### src/rtl/muldiv_unit.sv
`timescale 1ns/1ps
`default_nettype none
// ============================================================================
//  Module   : muldiv_unit
//  Purpose  : Iterative RV32M multiply/divide unit; stalls the core while busy.
//  Revision : 1.0  initial release
// ============================================================================
module muldiv_unit #(
    parameter int WIDTH = 32,
    parameter int CNTW  = $clog2(WIDTH) + 1
) (
    input  logic             clk,
    input  logic             reset_n,
    input  logic             start,
    input  logic [2:0]       funct3,
    input  logic [WIDTH-1:0] op_a,
    input  logic [WIDTH-1:0] op_b,
    input  logic             flush,
    output logic             stall,
    output logic             done,
    output logic [WIDTH-1:0] result
);

    typedef enum logic [1:0] {
        S_IDLE = 2'd0,
        S_CALC = 2'd1,
        S_FIX  = 2'd2,
        S_DONE = 2'd3
    } state_t;

    localparam logic [WIDTH-1:0] c_min_neg = {1'b1, {(WIDTH-1){1'b0}}};

    state_t             r_state;
    state_t             w_next_state;
    logic [CNTW-1:0]    r_cnt;
    logic [2:0]         r_funct3;
    logic [WIDTH-1:0]   r_opa;
    logic [WIDTH-1:0]   r_opb;
    logic               r_neg_q;
    logic               r_neg_r;
    logic [2*WIDTH-1:0] r_acc;
    logic [WIDTH-1:0]   r_result;

    logic               w_accept;
    logic               w_signed_a;
    logic               w_signed_b;
    logic               w_sign_a;
    logic               w_sign_b;
    logic               w_div_zero;
    logic               w_overflow;
    logic               w_fast;
    logic [WIDTH-1:0]   w_abs_a;
    logic [WIDTH-1:0]   w_abs_b;
    logic [WIDTH-1:0]   w_fast_result;
    logic [WIDTH-1:0]   w_addend;
    logic [WIDTH:0]     w_mul_sum;
    logic [2*WIDTH-1:0] w_mul_next;
    logic [WIDTH:0]     w_div_sh;
    logic [WIDTH:0]     w_div_diff;
    logic [2*WIDTH-1:0] w_div_next;
    logic [2*WIDTH-1:0] w_prod;
    logic [WIDTH-1:0]   w_quo;
    logic [WIDTH-1:0]   w_rem;
    logic [WIDTH-1:0]   w_fix_result;

    assign w_accept   = (r_state == S_IDLE) && start && !flush;
    assign w_signed_a = (funct3 == 3'd1) || (funct3 == 3'd2) || (funct3 == 3'd4) || (funct3 == 3'd6);
    assign w_signed_b = (funct3 == 3'd1) || (funct3 == 3'd4) || (funct3 == 3'd6);
    assign w_sign_a   = w_signed_a && op_a[WIDTH-1];
    assign w_sign_b   = w_signed_b && op_b[WIDTH-1];
    assign w_abs_a    = w_sign_a ? -op_a : op_a;
    assign w_abs_b    = w_sign_b ? -op_b : op_b;

    // Divide-by-zero and INT_MIN/-1 bypass the iteration entirely
    assign w_div_zero = funct3[2] && (op_b == '0);
    assign w_overflow = funct3[2] && !funct3[0] && (op_a == c_min_neg) && (op_b == '1);
    assign w_fast     = w_div_zero || w_overflow;
    assign w_fast_result = w_div_zero ? (funct3[1] ? op_a : '1)
                                      : (funct3[1] ? '0 : c_min_neg);

    // Multiply: add multiplicand into the upper half, shift the whole product right
    assign w_addend   = r_acc[0] ? r_opa : {WIDTH{1'b0}};
    assign w_mul_sum  = {1'b0, r_acc[2*WIDTH-1:WIDTH]} + {1'b0, w_addend};
    assign w_mul_next = {w_mul_sum, r_acc[WIDTH-1:1]};

    // Divide: upper half is the partial remainder, lower half shifts in quotient bits
    assign w_div_sh   = r_acc[2*WIDTH-1:WIDTH-1];
    assign w_div_diff = w_div_sh - {1'b0, r_opb};
    assign w_div_next = w_div_diff[WIDTH] ? {r_acc[2*WIDTH-2:0], 1'b0}
                                          : {w_div_diff[WIDTH-1:0], r_acc[WIDTH-2:0], 1'b1};

    assign w_prod = r_neg_q ? -r_acc : r_acc;
    assign w_quo  = r_neg_q ? -r_acc[WIDTH-1:0] : r_acc[WIDTH-1:0];
    assign w_rem  = r_neg_r ? -r_acc[2*WIDTH-1:WIDTH] : r_acc[2*WIDTH-1:WIDTH];

    always_comb begin
        w_fix_result = w_prod[WIDTH-1:0];
        case (r_funct3)
            3'd1, 3'd2, 3'd3: w_fix_result = w_prod[2*WIDTH-1:WIDTH];
            3'd4, 3'd5:       w_fix_result = w_quo;
            3'd6, 3'd7:       w_fix_result = w_rem;
            default:          w_fix_result = w_prod[WIDTH-1:0];
        endcase
    end

    always_ff @(posedge clk or negedge reset_n) begin
        if (!reset_n) begin
            r_state <= S_IDLE;
        end else begin
            r_state <= w_next_state;
        end
    end

    always_comb begin
        w_next_state = r_state;
        stall        = 1'b0;
        done         = 1'b0;
        case (r_state)
            S_IDLE: begin
                stall = w_accept;
                if (w_accept) begin
                    w_next_state = w_fast ? S_DONE : S_CALC;
                end
            end
            S_CALC: begin
                stall = 1'b1;
                if (r_cnt == '0) begin
                    w_next_state = S_FIX;
                end
            end
            S_FIX: begin
                stall        = 1'b1;
                w_next_state = S_DONE;
            end
            S_DONE: begin
                done         = !flush;
                w_next_state = S_IDLE;
            end
            default: w_next_state = S_IDLE;
        endcase
        if (flush) begin
            w_next_state = S_IDLE;
        end
    end

    always_ff @(posedge clk or negedge reset_n) begin
        if (!reset_n) begin
            r_cnt    <= '0;
            r_funct3 <= '0;
            r_opa    <= '0;
            r_opb    <= '0;
            r_neg_q  <= 1'b0;
            r_neg_r  <= 1'b0;
            r_acc    <= '0;
            r_result <= '0;
        end else if (w_accept) begin
            r_cnt    <= CNTW'(WIDTH - 1);
            r_funct3 <= funct3;
            r_opa    <= w_abs_a;
            r_opb    <= w_abs_b;
            r_neg_q  <= w_sign_a ^ w_sign_b;
            r_neg_r  <= w_sign_a;
            r_acc    <= funct3[2] ? {{WIDTH{1'b0}}, w_abs_a} : {{WIDTH{1'b0}}, w_abs_b};
            if (w_fast) begin
                r_result <= w_fast_result;
            end
        end else if (r_state == S_CALC) begin
            r_acc <= r_funct3[2] ? w_div_next : w_mul_next;
            if (r_cnt != '0) begin
                r_cnt <= r_cnt - CNTW'(1);
            end
        end else if ((r_state == S_FIX) && !flush) begin
            r_result <= w_fix_result;
        end
    end

    assign result = r_result;

endmodule
`default_nettype wire

### config.mk
export PLATFORM = sky130hd
export DESIGN_NAME = muldiv_unit
export DESIGN_NICKNAME = d
export VERILOG_FILES = /design/src/rtl/muldiv_unit.sv
export SDC_FILE = /design/constraint.sdc
export NUM_CORES = 1
export LEC_CHECK = 0
export ABC_CLOCK_PERIOD_IN_PS = 7990
export CORE_ASPECT_RATIO = 1.75
export CORE_MARGIN = 4
export CORE_UTILIZATION = 65
export CTS_CLUSTER_SIZE = 40
export DETAILED_ROUTE_END_ITERATION = 6
export HOLD_SLACK_MARGIN = 0.12
export PLACE_DENSITY = 0.95
export SYNTH_ARGS = -nofsm -noshare
export SYNTH_HDL_FRONTEND = slang
export SYNTH_SLANG_ARGS = --single-unit
### constraint.sdc
create_clock -name clk -period 7.99 [get_ports clk]
set_input_delay 1.1985 -clock clk [delete_from_list [all_inputs] [get_ports clk]]
set_output_delay 1.1985 -clock clk [all_outputs]
set_load 0.005 [all_outputs]
==> run_1/clock_nets.png <==
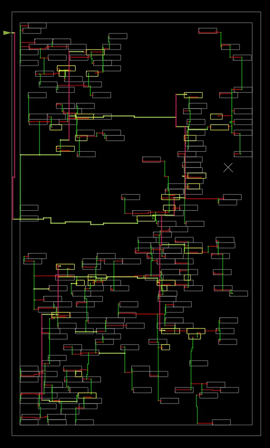
layout clock buffer count: 17
CTS Buf Count: 17
Clock Latency Late Sink: 0.47 ns
clk_skew: 0.01572 ns
clk sinks: 173

==> run_1/m2.png <==
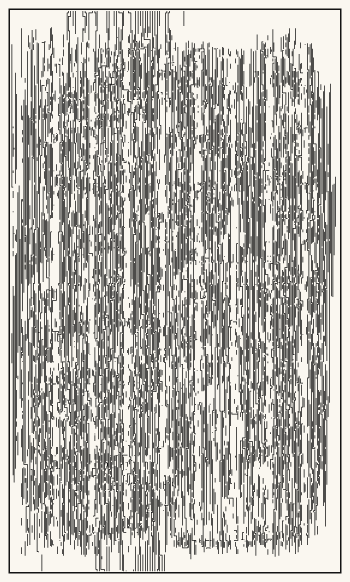
share of all routed wire: 47%
longest straight run: 110 µm
main direction: vertical
nets with wire on the layer: 1862
final WL: 62.56 mm
GR Layer Usage met2: 73.62%
Via Count: 16847

==> run_1/m3.png <==
Scale bar: 50 µm.
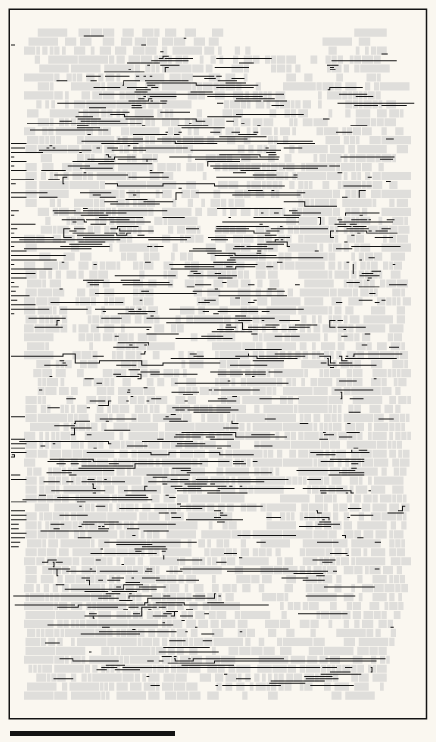
main direction: horizontal
nets with wire on the layer: 461
longest straight run: 59.8 µm
met3 usage: 9.963%

==> out/qor.yml, run 1 <==
outcome:
  outcome: "finished, violations left"
  violations: "design-rule violations"
clock_tree:
  tritoncts: "done"
  cts.clk_slew.worst_paths_ns: 0.07
  postCtsSetupRepairBufs: 0
  htreeDepth: 4
  hold_buffers: 0
  clockBufferDepth: 2
  cts-root-buf: "clkbuf_16"
finish:
  fillers: 1856
  drive_gt1_share_pct: 5.591
  antenna_cells: 0
  final_nets: 2194
  syn_to_final_growth_pct: 10.95
die:
  die_x_um: 126.3
  dieArea_um2: 27140
  fp_util_pct: 66.23
  core_area_um2: 24020
  io_pins: 105
  dieHeight_um: 215.0
run:
  tool_warnings: 33
  maxCapViolCount: 0
power_and_ir_drop:
  p_sw_mw: 4.406
  clock_power_share_pct: 10.7
  internal_power_mw: 3.763
  power_frac_seq_pct: 23.9
  p_comb_share_pct: 65.4
  p_per_area_nw_per_um2: 462.8
  ir_drop_v: 0.0002839
  p_leak_nw: 7.464
  p_sw_share_pct: 53.93
critical_path:
  crit_type: "input pin to flop"
  path_delay_family: "simple AND/OR/NAND/NOR gates"
  crit_top_cell: "nor2_1"
  worst_ep_required_time_ns: 8.35
  path_cells: "clkdlybuf4s50_1, inv_1, ha_1, or3b_2, nor4_2, nand4b_1, o2111ai_1, nand2_2, nor2_1, o221ai_1, a21oi_1, nor2_1"
  crit_fanout: 65
  end_kind: "flop"
  max_stage_delay_ns: 0.71
yosys:
  ys_seq_share_pct: 27.21
  syn-cell-area_um2: 15910
  ys_types: 77
  synth_flops: 173
  ys_area_um2: 15910
  yosys-top-cells-area: "dfrtp_1, o21ai_0, ha_1, nand2_1, xor2_1"
  ys_cells: 2028
  async_flop_share_pct: 100.0
  top_area_share_pct: 27.21
  common_cells: "nand2_1, o21ai_0, dfrtp_1"
  synth_top_cell_by_count: "nand2_1"
  synth_area_per_cell_um2: 7.845
  syn_nets: 2178
placed_design:
  portBuffers: 104
  pre_cts_ws_ns: 2.761
  dp_hpwl_mm: 47.14
  place.gp.congestion: 1.027
global_routing:
  grt_max_degree: 99
  grt_pass1_wl_mm: 94.59
  grt_pass1_vias: 16211
  grtUsageTotal_pct: 45.33
  grt-ovfl-total: 0
  antenna_found_initial: 0
timing:
  fin_ws_ns: 3.084
  hold_violations: 0
  max_freq_ghz: 0.2038
  grt_setup_unrepaired: "false"
  drv_slew: 0
  fin_crit_sh_pct: 61.40
  setup_viol: 0
  fin_crit_ns: 4.906
  max_slew_margin_pct: 24.95
  finalSetupTns_ns: 0
drt:
  drtPass1Iterations: 7
  drt_iter0_drc: 2177
  wl_per_cell_um: 26.45
  antenna_left: 0
  drc: 1
run 1: registers in the layout, indices dropped and copies added (netlist names):
register and count:
r_state 2, r_cnt 6, r_opa 32, r_opb 32
r_neg_q 1, result 32, r_acc 64, r_funct3 3
r_neg_r 1
run 1: layout make-up:
cell class / instances / area (µm²) / share of cell area (%)
clock buffers: 17 / 425.4 / 2.410
clock inverters: 15 / 195.2 / 1.106
flip-flops and latches: 173 / 4330 / 24.53
multi-input cells: 1647 / 10810 / 61.23
well taps: 308 / 385.4 / 2.183
repair buffers: 128 / 1217 / 6.897
inverters: 77 / 289.0 / 1.637
run 1: metal layers:
layer	share of wire [%]	vias to the layer above	GRT usage, %
met3	9.5	378	9.963
met4	10	0	36.22
li1	-	7336	-
met2	47	1245	73.62
met5	0	-	0
met1	33	7888	50.66
run 1: through the flow:
stage                     instance area (µm²)  util (%)  power (mW)
after floorplan                         15910         -       5.351
after global placement                  17030     70.90       6.895
after detailed placement                17030     70.90       7.015
after CTS                               17650     73.48       7.935
after global routing                    17650     73.48       8.611
final                                   17650     73.48       8.169
run 1: worst paths after layout:
kind	startpoint	to	slack, ns	depth (start not counted)
max	op_b[0]	result[23]	3.08	12
min in group asynchronous	reset_n	r_cnt[5]	0.73	1
max in group asynchronous	reset_n	r_opa[31]	6.00	2
min reg2reg	r_opa[28]	r_opa[28]	0.48	2
max reg2reg	r_acc[46]	r_acc[33]	3.45	11
min	r_opa[28]	r_opa[28]	0.48	2
run 1: cells by family after synthesis:
logic type,after synthesis,synth area share (%)
simple gates,639,19.74
compound gates,638,24.75
buf+inv,208,4.986
xor+xnor,194,10.73
flops,173,27.21
mux,97,6.283
fa+ha+maj,79,6.307
run 1: worst min-delay path, cell delays in order (launching register included):
cell and delay (ns):
dfrtp_1 0.34, nand2_1 0.04, o21ai_0 0.06
run 1: cell usage in the layout (no fill, tap or decap), drive strengths merged, types with 19 or more instances in the layout:
cell type and count:
nor3 29, nor2 114, a21oi 127, xnor2 96, mux2i 74, nand2 250, ha 77, nand3 38
and2 40, a21o 26, inv 83, o21ai 250, nand2b 27, mux2 23, o211ai 42, buf 26
nand4 24, clkdlybuf4s50 102, dfrtp 173, or4 19, xor2 98, o221ai 19, nor4 27, o31ai 42
run 1: power by group through the flow:
stage	logic, mW	registers [mW]	clock network, mW
final	5.34	1.95	0.877
after global routing	5.74	1.96	0.907
after CTS	5.17	1.89	0.875
after detailed placement	5.11	1.91	0
after global placement	5.00	1.90	0
after floorplan	3.78	1.57	0
==> run_1/m1.png <==
Scale bar: 50 µm. Supply wires on this layer in gray.
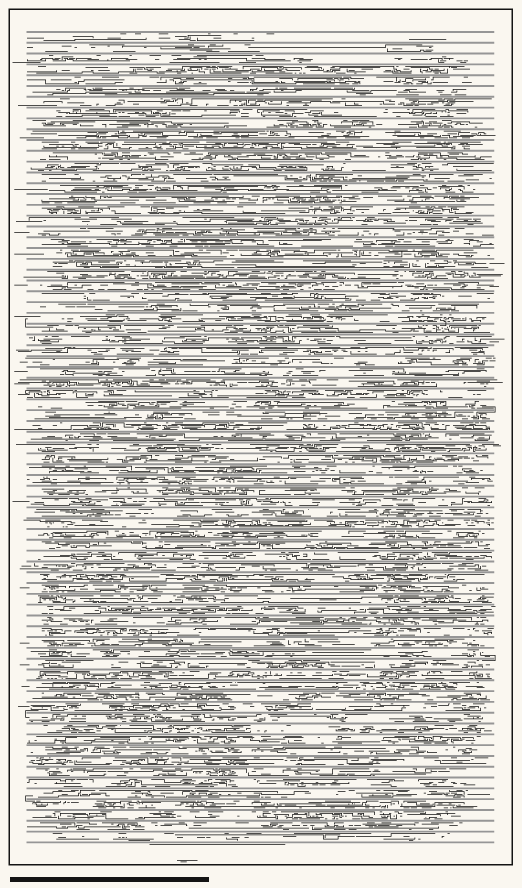

==> run 2: changes to the inputs <==
==> config.mk (replaced) <==
export PLATFORM = sky130hd
export DESIGN_NAME = muldiv_unit
export DESIGN_NICKNAME = d
export VERILOG_FILES = /design/src/rtl/muldiv_unit.sv
export SDC_FILE = /design/constraint.sdc
export NUM_CORES = 1
export LEC_CHECK = 0
export ABC_CLOCK_PERIOD_IN_PS = 4200
export CORE_ASPECT_RATIO = 1.75
export CORE_MARGIN = 4
export CORE_UTILIZATION = 55
export CTS_CLUSTER_SIZE = 40
export DETAILED_ROUTE_END_ITERATION = 6
export HOLD_SLACK_MARGIN = 0.12
export PLACE_DENSITY = 0.9
export SYNTH_ARGS = -nofsm -noshare
export SYNTH_HDL_FRONTEND = slang
export SYNTH_SLANG_ARGS = --single-unit
==> constraint.sdc (replaced) <==
create_clock -name clk -period 4.2 [get_ports clk]
set_input_delay 0.63 -clock clk [delete_from_list [all_inputs] [get_ports clk]]
set_output_delay 0.63 -clock clk [all_outputs]
set_load 0.005 [all_outputs]
==> run_2/m1.png <==
Scale bar: 50 µm. Supply wires on this layer in gray.
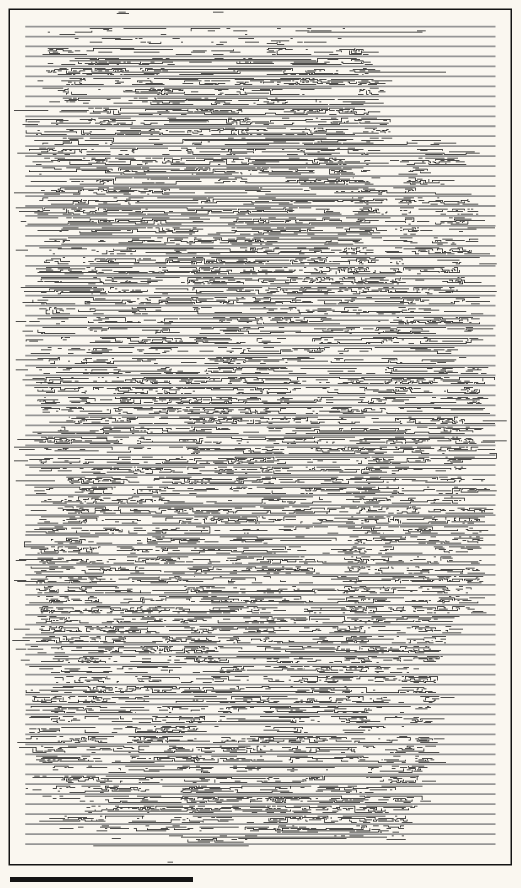
longest straight run: 67.2 µm
wire length on this layer: 22.4 mm
share of all routed wire: 34%
nets with wire on the layer: 2076
M1 GR Usage: 45.55%
final WL: 66.51 mm
Via Count: 17100

==> run_2/m4.png <==
Supply wires on this layer in gray.
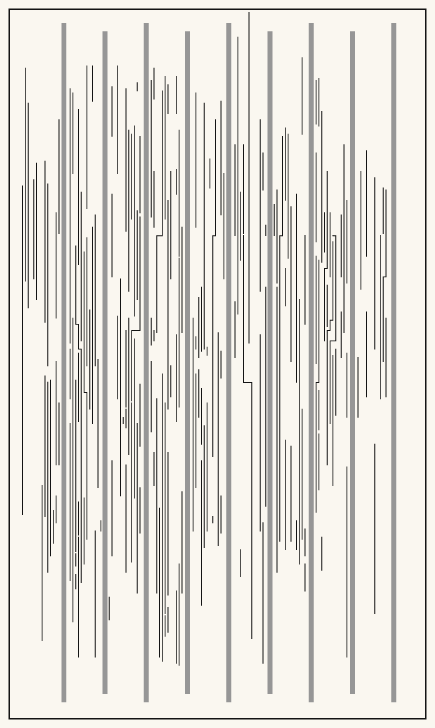
longest straight run: 109 µm
main direction: vertical
nets with wire on the layer: 152
wire length on this layer: 7030 µm
share of all routed wire: 11%

==> run 2 against run 1 <==
- the run now ends clean
- hold slack got worse by 0.22 ns
- wire length up 6.3%
- cell count grew 5.1%
- area after synthesis stayed put
- clock-buffer cell count increased by 1
- utilization decreased by 10 points
- critical endpoint is now r_acc[62]
==> out/qor.yml, run 2 <==
yosys:
  common_cells: "nand2_1, o21ai_0, dfrtp_1"
  synth_flops: 173  # unchanged
  simple_gate_area_share_pct: 19.74  # unchanged
  top_area_share_pct: 27.21  # unchanged
  top_logic_kind: "AND-OR/OR-AND gates"
  syn_nets: 2178  # unchanged
  ys_sh_mux_pct: 6.283  # unchanged
  yosys.area_share.aoi_pct: 24.75  # unchanged
  syn-cell-area_um2: 15910  # unchanged
  ys_seq_share_pct: 27.21  # unchanged
  yosys-top-cells-area: "dfrtp_1, o21ai_0, ha_1, nand2_1, xor2_1"
  adder_share_pct: 6.307  # unchanged
drt:
  drtPass1Iterations: 7  # unchanged
  wl_per_cell_um: 26.75  # +1.1%
  drc: 0  # -1
  drt_iter0_drc: 2080  # -4.5%
run:
  tool_warnings: 35  # +6.1%
  maxCapViolCount: 0  # unchanged
clock_tree:
  postCtsSetupRepairBufs: 0  # unchanged
  cts.clk_slew.worst_paths_ns: 0.07  # about the same
  tritoncts: "done"
  clock.latency.late_pin_ns: 0.46  # about the same
  cts-root-buf: "clkbuf_16"
  hold_buffers: 0  # unchanged
  clockBufferDepth: 2  # unchanged
  htreeDepth: 4  # unchanged
placed_design:
  place.gp.congestion: 1.067  # +3.9%
  portBuffers: 104  # unchanged
  dp_hpwl_mm: 50.96  # +8.1%
power_and_ir_drop:
  p_sw_mw: 8.646  # +96%
  internal_power_mw: 7.487  # +99%
  clock_power_share_pct: 10.2  # -0.5 points
  p_comb_share_pct: 67.6  # +2.2 points
  p_per_area_nw_per_um2: 888.0  # +92%
  finalPower_mw: 16.13  # +97%
  ir_drop_v: 0.0009391  # +230%
global_routing:
  grt_pass1_vias: 16484  # +1.7%
  grt-ovfl-total: 0  # unchanged
  antenna_found_initial: 1  # +1
  grtUsageTotal_pct: 41.59  # -3.7 points
  grt_max_degree: 148  # +49%
  grt_pass1_wl_mm: 98.78  # +4.4%
outcome:
  outcome: "complete, no violations"
timing:
  grt_setup_unrepaired: "false"
  hold_violations: 0  # unchanged
  fin_crit_sh_pct: 94.84
  max_freq_ghz: 0.2511
finish:
  layout_top_cells: "nand2_1, o21ai_0, dfrtp_1, a21oi_1, nor2_1"
  regMostFlops: "r_acc"
  final_util_pct: 63.47  # -10 points
  largest_register_ffs: 64  # unchanged
  syn_to_final_growth_pct: 14.19
die:
  core_area_um2: 28630  # +19%
  io_pins: 105  # unchanged
  dieHeight_um: 233.0  # +8.4%
  fp_util_pct: 55.58  # -11 points
  dieArea_um2: 31820  # +17%
critical_path:
  startpoint: "r_acc[0]"
  path_cells: "and2_1, ha_1, a211o_1, a31oi_1, o31ai_1, o41ai_1, o2111ai_1, a41oi_1, o21ai_0, mux2i_1, a211oi_1"
  end_kind: "flop"
  crit_fanout: 16  # -75%
  max_stage_delay_ns: 0.65  # -0.06 ns
  r2r_start: "r_acc[0]"
==> run_2/m3.png <==
Scale bar: 50 µm.
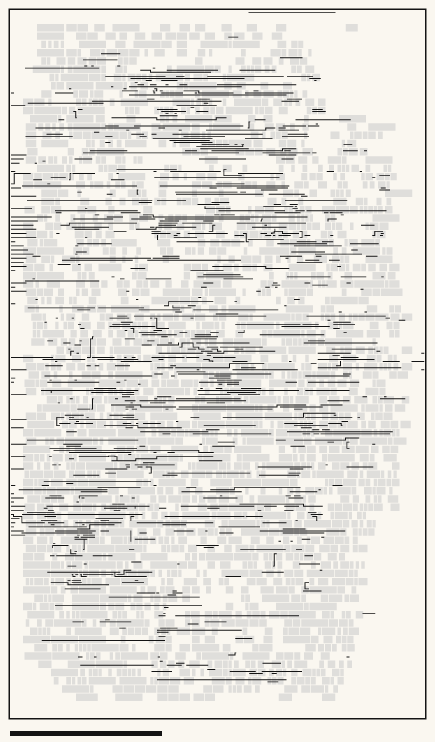
longest straight run: 51.5 µm
share of all routed wire: 8.7%
met3 usage: 8.503%

==> run 2: cell counts after synthesis <==
No cell type changed its count.
==> run 2: through the flow <==
stage	area, µm²	setup slack, ns	hold slack [ns]
detailed placement	17550	0.1095	0.4597
floorplan	15910	0.9384	0.3344
CTS	18170	0.3426	0.2932
finish	18170	0.2167	0.2535
global placement	17550	0.2657	0.4545
global route	18170	0.1448	0.3148
==> run 2: kinds of logic (layout without fill, tap and decap cells) <==
kind of cell    after synthesis  after routing
flops                       173            173
fa+ha+maj                    79             79
xor+xnor                    194            194
compound gates              638            638
buf+inv                     208            288
simple gates                639            639
mux                          97             97
==> run 2: power by group through the flow <==
stage / logic [mW] / registers [mW] / clock network (mW)
after floorplan: 7.20 / 2.98 / 0
after global placement: 10.3 / 3.48 / 0
after detailed placement: 10.5 / 3.51 / 0
after CTS: 10.6 / 3.48 / 1.65
after global routing: 11.7 / 3.60 / 1.72
final: 10.9 / 3.58 / 1.65
==> run 2: layer usage <==
metal  vias up  global-route usage (%)  share of wire, %  wire [µm]
met1      8092                   45.55                34      22400
met4         2                   34.36                11       7030
li1       7454                       -                 -          -
met2      1147                   68.21                47      31260
met5         -                       0             0.017         11
met3       405                   8.503               8.7       5814
==> run 2: cell type report <==
| type | count | area (µm²) |
|---|---|---|
| Timing Repair Buffer | 179 | 1650 |
| Inverter | 77 | 289.0 |
| Sequential cell | 173 | 4330 |
| Clock buffer | 18 | 439.2 |
| Multi-Input combinational cell | 1647 | 10810 |
| Tap cell | 378 | 473.0 |
| Fill cell | 2475 | 10460 |
| Clock inverter | 14 | 173.9 |
==> run 2: worst paths after layout <==
path / endpoint / slack [ns]
setup / recovery: r_acc[62] / 0.22
min in group clk: r_opa[31] / 0.47
max in group asynchronous: r_opb[0] / 2.97
hold / removal: result[26] / 0.25
hold reg to reg: r_opa[31] / 0.47
setup reg to reg: r_acc[62] / 0.22
==> run 2: worst max-delay path, delay by kind of cell (launching register included) <==
kind,cells,cell delay [ns]
AOI/OAI and AO/OA,8,2.47
muxes,1,0.16
DFF,1,0.65
and+or+nand+nor,1,0.27
adders and majority gates,1,0.34
Power figures rest on the tool's default switching activity, not on a simulated workload.
